<file path="src/rtl/npu_sched_pkg.sv">
// Shared types and geometry for the conv-window scheduler.
//   sched_state_e : scheduler FSM states
//   OUT_H / OUT_W : output positions per column / row of the image
//   K_W           : phase length (cycles per POS or NEG pass) and row-start fetch count
package npu_sched_pkg;

    localparam int unsigned IMG_H  = 16;
    localparam int unsigned IMG_W  = 15;
    localparam int unsigned K_H    = 3;
    localparam int unsigned K_W    = 3;
    localparam int unsigned CHAN   = 10;
    localparam int unsigned ADDR_W = 16;

    localparam int unsigned OUT_H  = IMG_H - K_H + 1;
    localparam int unsigned OUT_W  = IMG_W - K_W + 1;

    // Width of a position counter (chan/row/col)
    localparam int unsigned POS_W  = 8;
    // Holds 0..K_W for both the fetch and phase counters
    localparam int unsigned CNT_W  = $clog2(K_W + 1);

    typedef enum logic [2:0] {
        S_IDLE,
        S_FETCH,
        S_CLR,
        S_POS,
        S_NEG,
        S_EMIT,
        S_DONE
    } sched_state_e;

endpackage

</file>
<file path="src/rtl/conv_win_sched_pos.sv">
// Nested chan/row/col output-position counter.
//   clk, rst      : clock, async active-high reset
//   clr_i         : synchronous clear to (0,0,0)
//   adv_i         : step to the next output position (col fastest)
//   chan_o/row_o/col_o          : current position
//   chan_last_o/row_last_o/col_last_o : position is at the last value of that axis
module win_pos_cnt
    import npu_sched_pkg::*;
(
    input  logic             clk,
    input  logic             rst,
    input  logic             clr_i,
    input  logic             adv_i,
    output logic [POS_W-1:0] chan_o,
    output logic [POS_W-1:0] row_o,
    output logic [POS_W-1:0] col_o,
    output logic             chan_last_o,
    output logic             row_last_o,
    output logic             col_last_o
);

    logic [POS_W-1:0] chan_q, chan_d;
    logic [POS_W-1:0] row_q,  row_d;
    logic [POS_W-1:0] col_q,  col_d;
    logic             chan_last_q, row_last_q, col_last_q;

    // Advance with carry; the final position holds rather than wrapping
    always_comb begin
        chan_d = chan_q;
        row_d  = row_q;
        col_d  = col_q;
        if (clr_i) begin
            chan_d = '0;
            row_d  = '0;
            col_d  = '0;
        end else if (adv_i && !(col_last_q && row_last_q && chan_last_q)) begin
            if (!col_last_q) begin
                col_d = col_q + POS_W'(1);
            end else begin
                col_d = '0;
                if (!row_last_q) begin
                    row_d = row_q + POS_W'(1);
                end else begin
                    row_d  = '0;
                    chan_d = chan_q + POS_W'(1);
                end
            end
        end
    end

    // Position and last-flags registered together so flags track the counters exactly
    always_ff @(posedge clk or posedge rst) begin
        if (rst) begin
            chan_q      <= '0;
            row_q       <= '0;
            col_q       <= '0;
            chan_last_q <= 1'b0;
            row_last_q  <= 1'b0;
            col_last_q  <= 1'b0;
        end else begin
            chan_q      <= chan_d;
            row_q       <= row_d;
            col_q       <= col_d;
            chan_last_q <= (chan_d == POS_W'(CHAN - 1));
            row_last_q  <= (row_d  == POS_W'(OUT_H - 1));
            col_last_q  <= (col_d  == POS_W'(OUT_W - 1));
        end
    end

    assign chan_o      = chan_q;
    assign row_o       = row_q;
    assign col_o       = col_q;
    assign chan_last_o = chan_last_q;
    assign row_last_o  = row_last_q;
    assign col_last_o  = col_last_q;

endmodule

</file>
<file path="src/rtl/conv_win_sched.sv">
// Self-sequencing scheduler for the conv layer: fetches image columns, runs the
// PE array through clear / positive pass / negated pass, and hands out one result
// per output window, sweeping every (chan, row, col).
//   clk, rst                : clock, async active-high reset
//   start / abort           : run trigger / synchronous abort back to idle
//   busy / done             : run in progress / one-cycle end-of-sweep pulse
//   rd_req, rd_addr, rd_ack : column fetch handshake; col_load = rd_req & rd_ack
//   w_shift, pe_clr, pe_en, neg_phase : PE array and weight register controls
//   out_valid, out_ready, out_row/out_col/out_chan : result handshake and position
// Optional: define CONV_WIN_SCHED_PERF_EN to add perf_cycles / perf_stall counters.
module conv_win_sched
    import npu_sched_pkg::*;
(
    input  logic              clk,
    input  logic              rst,
    input  logic              start,
    input  logic              abort,
    output logic              busy,
    output logic              done,
    output logic              rd_req,
    output logic [ADDR_W-1:0] rd_addr,
    input  logic              rd_ack,
    output logic              col_load,
    output logic              w_shift,
    output logic              pe_clr,
    output logic              pe_en,
    output logic              neg_phase,
    output logic              out_valid,
    input  logic              out_ready,
    output logic [7:0]        out_row,
    output logic [7:0]        out_col,
    output logic [7:0]        out_chan
`ifdef CONV_WIN_SCHED_PERF_EN
    ,
    output logic [31:0]       perf_cycles,
    output logic [31:0]       perf_stall
`endif
);

    sched_state_e      state_q, state_d;
    logic [CNT_W-1:0]  fcnt_q, fcnt_d;     // fetches still to issue for this window
    logic [CNT_W-1:0]  ph_q, ph_d;         // cycle within POS / NEG pass
    logic [ADDR_W-1:0] addr_q, addr_d;     // next column word to fetch
    logic              pos_clr, pos_adv;
    logic              chan_last, row_last, col_last;

    logic busy_q, done_q, rd_req_q, w_shift_q, pe_clr_q, pe_en_q, neg_q, valid_q;
    logic busy_d, done_d, rd_req_d, w_shift_d, pe_clr_d, pe_en_d, neg_d, valid_d;

    win_pos_cnt u_pos (
        .clk        (clk),
        .rst        (rst),
        .clr_i      (pos_clr),
        .adv_i      (pos_adv),
        .chan_o     (out_chan),
        .row_o      (out_row),
        .col_o      (out_col),
        .chan_last_o(chan_last),
        .row_last_o (row_last),
        .col_last_o (col_last)
    );

    // State and datapath registers
    always_ff @(posedge clk or posedge rst) begin
        if (rst) begin
            state_q <= S_IDLE;
            fcnt_q  <= '0;
            ph_q    <= '0;
            addr_q  <= '0;
        end else begin
            state_q <= state_d;
            fcnt_q  <= fcnt_d;
            ph_q    <= ph_d;
            addr_q  <= addr_d;
        end
    end

    // Next state. Fetch addresses are consecutive within a channel sweep (window
    // slide and row wrap both land on the word after the last fetched), so the
    // address only advances on ack and rewinds to 0 when a channel sweep ends.
    always_comb begin
        state_d = state_q;
        fcnt_d  = fcnt_q;
        ph_d    = ph_q;
        addr_d  = addr_q;
        pos_clr = 1'b0;
        pos_adv = 1'b0;
        if (abort) begin
            state_d = S_IDLE;
            fcnt_d  = '0;
            ph_d    = '0;
            addr_d  = '0;
            pos_clr = 1'b1;
        end else begin
            case (state_q)
                S_IDLE: begin
                    if (start) begin
                        state_d = S_FETCH;
                        fcnt_d  = CNT_W'(K_W);
                        addr_d  = '0;
                        pos_clr = 1'b1;
                    end
                end
                S_FETCH: begin
                    if (rd_ack) begin
                        addr_d = addr_q + ADDR_W'(1);
                        if (fcnt_q == CNT_W'(1)) begin
                            state_d = S_CLR;
                            fcnt_d  = '0;
                        end else begin
                            fcnt_d = fcnt_q - CNT_W'(1);
                        end
                    end
                end
                S_CLR: begin
                    state_d = S_POS;
                    ph_d    = '0;
                end
                S_POS: begin
                    if (ph_q == CNT_W'(K_W - 1)) begin
                        state_d = S_NEG;
                        ph_d    = '0;
                    end else begin
                        ph_d = ph_q + CNT_W'(1);
                    end
                end
                S_NEG: begin
                    if (ph_q == CNT_W'(K_W - 1)) begin
                        state_d = S_EMIT;
                        ph_d    = '0;
                    end else begin
                        ph_d = ph_q + CNT_W'(1);
                    end
                end
                S_EMIT: begin
                    if (out_ready) begin
                        if (col_last && row_last && chan_last) begin
                            state_d = S_DONE;
                            addr_d  = '0;
                            pos_clr = 1'b1;
                        end else begin
                            state_d = S_FETCH;
                            pos_adv = 1'b1;
                            fcnt_d  = col_last ? CNT_W'(K_W) : CNT_W'(1);
                            if (col_last && row_last) begin
                                addr_d = '0;
                            end
                        end
                    end
                end
                S_DONE: begin
                    state_d = S_IDLE;
                end
                default: begin
                    state_d = S_IDLE;
                end
            endcase
        end
    end

    // Output decode from the next state so the registered outputs align with state_q
    always_comb begin
        busy_d    = (state_d != S_IDLE);
        done_d    = 1'b0;
        rd_req_d  = 1'b0;
        w_shift_d = 1'b0;
        pe_clr_d  = 1'b0;
        pe_en_d   = 1'b0;
        neg_d     = 1'b0;
        valid_d   = 1'b0;
        case (state_d)
            S_FETCH: rd_req_d = 1'b1;
            S_CLR:   pe_clr_d = 1'b1;
            S_POS: begin
                pe_en_d   = 1'b1;
                w_shift_d = 1'b1;
            end
            S_NEG: begin
                pe_en_d   = 1'b1;
                w_shift_d = 1'b1;
                neg_d     = 1'b1;
            end
            S_EMIT:  valid_d = 1'b1;
            S_DONE:  done_d  = 1'b1;
            default: ;
        endcase
    end

    always_ff @(posedge clk or posedge rst) begin
        if (rst) begin
            busy_q    <= 1'b0;
            done_q    <= 1'b0;
            rd_req_q  <= 1'b0;
            w_shift_q <= 1'b0;
            pe_clr_q  <= 1'b0;
            pe_en_q   <= 1'b0;
            neg_q     <= 1'b0;
            valid_q   <= 1'b0;
        end else begin
            busy_q    <= busy_d;
            done_q    <= done_d;
            rd_req_q  <= rd_req_d;
            w_shift_q <= w_shift_d;
            pe_clr_q  <= pe_clr_d;
            pe_en_q   <= pe_en_d;
            neg_q     <= neg_d;
            valid_q   <= valid_d;
        end
    end

    assign busy      = busy_q;
    assign done      = done_q;
    assign rd_req    = rd_req_q;
    assign rd_addr   = addr_q;
    assign col_load  = rd_req_q & rd_ack;
    assign w_shift   = w_shift_q;
    assign pe_clr    = pe_clr_q;
    assign pe_en     = pe_en_q;
    assign neg_phase = neg_q;
    assign out_valid = valid_q;

`ifdef CONV_WIN_SCHED_PERF_EN
    logic [31:0] pcyc_q, pstall_q;
    logic        stall_c;

    assign stall_c = ((state_q == S_FETCH) && !rd_ack) || ((state_q == S_EMIT) && !out_ready);

    // Saturating busy-cycle and stall-cycle counters, cleared on an accepted start
    always_ff @(posedge clk or posedge rst) begin
        if (rst) begin
            pcyc_q   <= '0;
            pstall_q <= '0;
        end else if ((state_q == S_IDLE) && start && !abort) begin
            pcyc_q   <= '0;
            pstall_q <= '0;
        end else begin
            if ((state_q != S_IDLE) && (pcyc_q != '1)) begin
                pcyc_q <= pcyc_q + 32'(1);
            end
            if (stall_c && (pstall_q != '1)) begin
                pstall_q <= pstall_q + 32'(1);
            end
        end
    end

    assign perf_cycles = pcyc_q;
    assign perf_stall  = pstall_q;
`endif

endmodule

</file>
<file path="config.mk">
export PLATFORM = sky130hd
export DESIGN_NAME = conv_win_sched
export DESIGN_NICKNAME = d
export VERILOG_FILES = /design/src/rtl/npu_sched_pkg.sv /design/src/rtl/conv_win_sched_pos.sv /design/src/rtl/conv_win_sched.sv
export SDC_FILE = /design/constraint.sdc
export NUM_CORES = 1
export LEC_CHECK = 0
export CAP_MARGIN = 20
export CORE_MARGIN = 4
export CORE_UTILIZATION = 30
export CTS_CLUSTER_DIAMETER = 50
export DETAILED_ROUTE_END_ITERATION = 8
export GPL_TIMING_DRIVEN = 0
export SLEW_MARGIN = 10
export SYNTH_ARGS = -nofsm -noshare
export SYNTH_HDL_FRONTEND = slang
export SYNTH_SLANG_ARGS = --single-unit
</file>
<file path="constraint.sdc">
create_clock -name clk -period 2.7 [get_ports clk]
set_clock_uncertainty 0.15 [all_clocks]
set_input_delay 0.27 -clock clk [delete_from_list [all_inputs] [get_ports clk]]
set_output_delay 0.27 -clock clk [all_outputs]
set_load 0.005 [all_outputs]
</file>
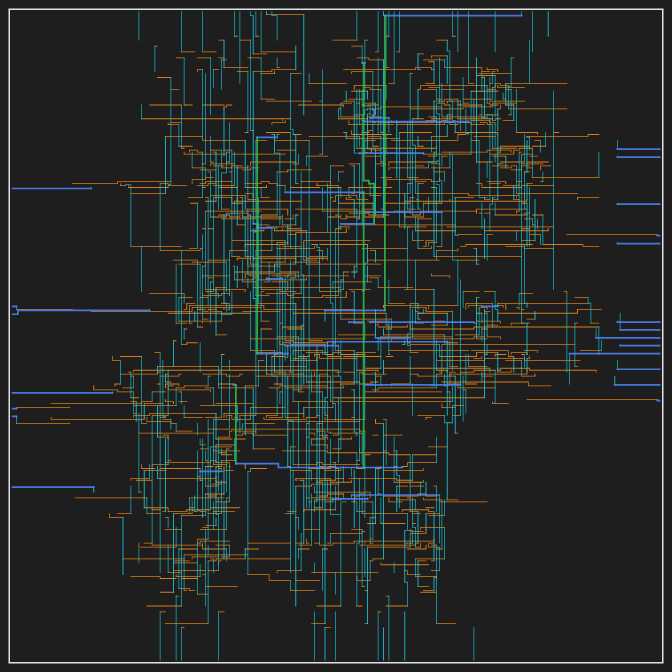
*Signal wires by layer*
| layer | colour | wire length |
|---|---|---|
| metal 1 | orange | 3790 um |
| metal 4 | green | 179 um |
| metal 2 | cyan | 3970 um |
| metal 3 | blue | 411 um |
wire per inst: 14.8 um
Overall Global Routing Usage: 13.4%
total number of vias: 2933
DRT Wirelength: 8.36 mm

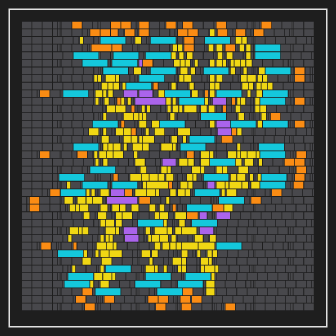
*Cell classes on the final placement*
Fill, decap, tap and diode cells in grey.
| class | colour | cells |
|---|---|---|
| other buffers and delay cells | orange | 75 |
| flops | cyan | 57 |
| combinational and other logic | yellow | 278 |
| clock drivers and dummy loads | purple | 16 |
flop share of the area: 33.5%
Core ar.: 10800 um^2

==> impl_metrics.ini <==
; synthesis and place-and-route metrics
[status]
status = completed

[yosys]
syn-mean-instance-area_um2 = 9.29
ys_seq_share_pct = 43.3
synth-seq-cells = 57
ys_chip_area_um2 = 3300
flop_cell = dfrtp_1
synthCells = 355
edf_count = 0
synth-xor-area-share_pct = 5.58
syn_nets = 366
async_flop_share_pct = 100
yosys.cell_count.top_type = dfrtp_1
synth.logic.top_family = simple AND/OR/NAND/NOR gates
synth_area_leader_cell = dfrtp_1
ys_sh_mux_pct = 2.77
netlist_area_um2 = 3300
top_area_share_pct = 43.3
ys_sh_simple_pct = 28.4
yosysUniqueCellTypes = 59
yosysWarnings = 0
area_leaders = dfrtp_1 (43%), nor2_1 (4.2%), a21oi_1 (3.5%), nand4_1 (3.4%), or3_1 (3.2%)
compound_area_share_pct = 13.1

[worst_hold_path]
min_path_type = input pin to async pin

[final_timing]
holdWs_ns = 0.135
tns_ns = 0
fin_crit_ns = 2.47
fmax_ghz = 0.405
worst_pin_slew_ns = 0.702
hold_viol = 0
relSlewSlack_pct = 53.2
setup_viol = 0
min_period_over_period_pct = 91.4

[drt]
drtAntennaViolNets = 0
vias_per_cell = 5.18
wl_met1_mm = 3.79
dr_wl_met2_mm = 3.97
drc = 0
maxUsedRoutingLayer = met4
dr_wl_met3_um = 410

[worst_setup_path]
slowest_stage = clkdlybuf4s50_1
reg2regPathDepth = 7
worstReg2RegEnd = rd_addr[4]$_DFFE_PP0P_
worstPathMaxFanout = 10
rrSetupSlack_ns = 0.29
crit_chain = clkdlybuf4s50_1 -> nand2b_1 -> clkbuf_1 -> nor3_2 -> mux2i_1 -> nor3b_1 -> and4_1
crit_required_ns = 2.81
critPathCapture = u_pos.chan_last_o$_DFF_PP0_
arrival_ns = 2.58
critPathMaxStageDelay_ns = 0.67
critPathCaptureType = flop
cp-startpoint = out_ready
worst-path-stages = 7
path_buffers = 2
worstSetupPathType = input pin to flop
r2r-start = state_q[0]$_DFF_PP0_

[global_route]
grt_util_met1_pct = 17.0
grt_pass1_vias = 2868
use_met3_pct = 3.16
antenna_found_initial = 0
top_usage_layer = met2
overflow = 0
grt_max_degree = 37
grt_pass1_wl_mm = 14.0

[placed_design]
gp_congestion = 0.836
place_inst = 550
placed_cell_area_um2 = 4030
post-place-ws_ns = -0.120

[layout]
nets = 432
clockNetworkAreaShare_pct = 5.40
seqCellArea_um2 = 1430
diodes = 0
lay_top_cells = dfrtp_1 (57), clkdlybuf4s50_1 (54), nor2_1 (37)
top_area_cell_class = combinational gates
final-nonclk-buf-share_pct = 16.0
comb_cells = 266
largest_register_ffs = 16
syn2layout_area_growth_pct = 29.3
logic_area_um2 = 1700
drive_above_1_share_pct = 9.62
nNonClkBuffers = 75
design_area_um2 = 4260
clkbuf_count = 12

[clock_tree]
cts_root_buffer = clkbuf_8
cts_buffer_depth = 2
numCtsBuffers = 9
cts_tree = done
post_cts_resized = 0
post_cts_buffers = 0
insertion_delay_ns = 0.34
ctsHoldBuffers = 0
h-tree-depth = 3

[power]
pg_clk_w = 0.000917
p_seq_share_pct = 44.7
p_int_w = 0.00150
power_density_nw_per_um2 = 458
pg_comb_w = 0.000162
power_switching_w = 0.000457
p_clk_share_pct = 47.0
report.power.total_w = 0.00195
peakVddDrop_uv = 263
power_leader = the clock network
power.leakage_nw = 1.63

[floorplanning]
die_width_um = 113
die_y_um = 113

[job]
warning_count = 26
maxCapViolCount = 0
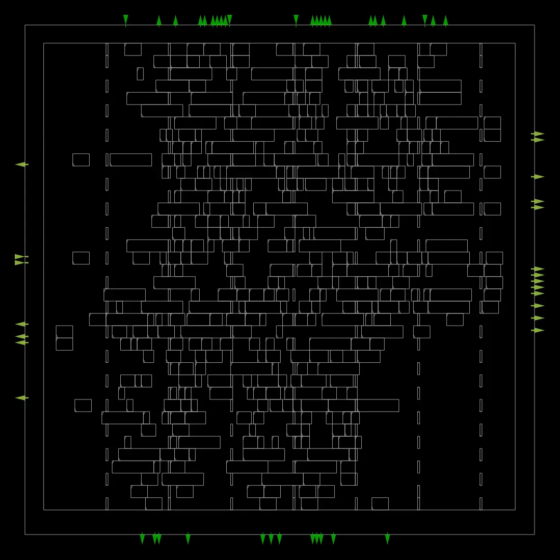
*Cell outlines without signal wires*
final design utilization: 39.5%
fill cell count: 1069
n_taps: 140
# rows: 38
Post-Layout Cell Count: 566

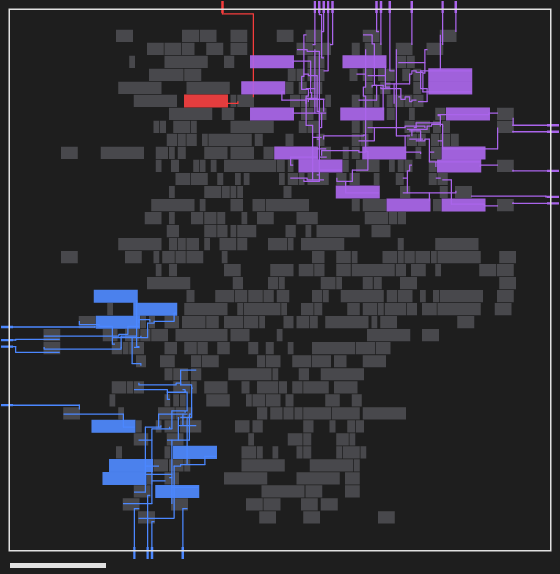
*Port wiring*
Scale bar: 20 um.
| port | colour | bits | direction | end cells | buffers | wire |
|---|---|---|---|---|---|---|
| out_chan | blue | 8 | output | 8 | 8 | 405 um |
| pe_clr | red | 1 | output | 1 | 1 | 27.3 um |
| rd_addr | purple | 16 | output | 16 | 16 | 651 um |
IO Pins: 55
IO Port Bufs: 54

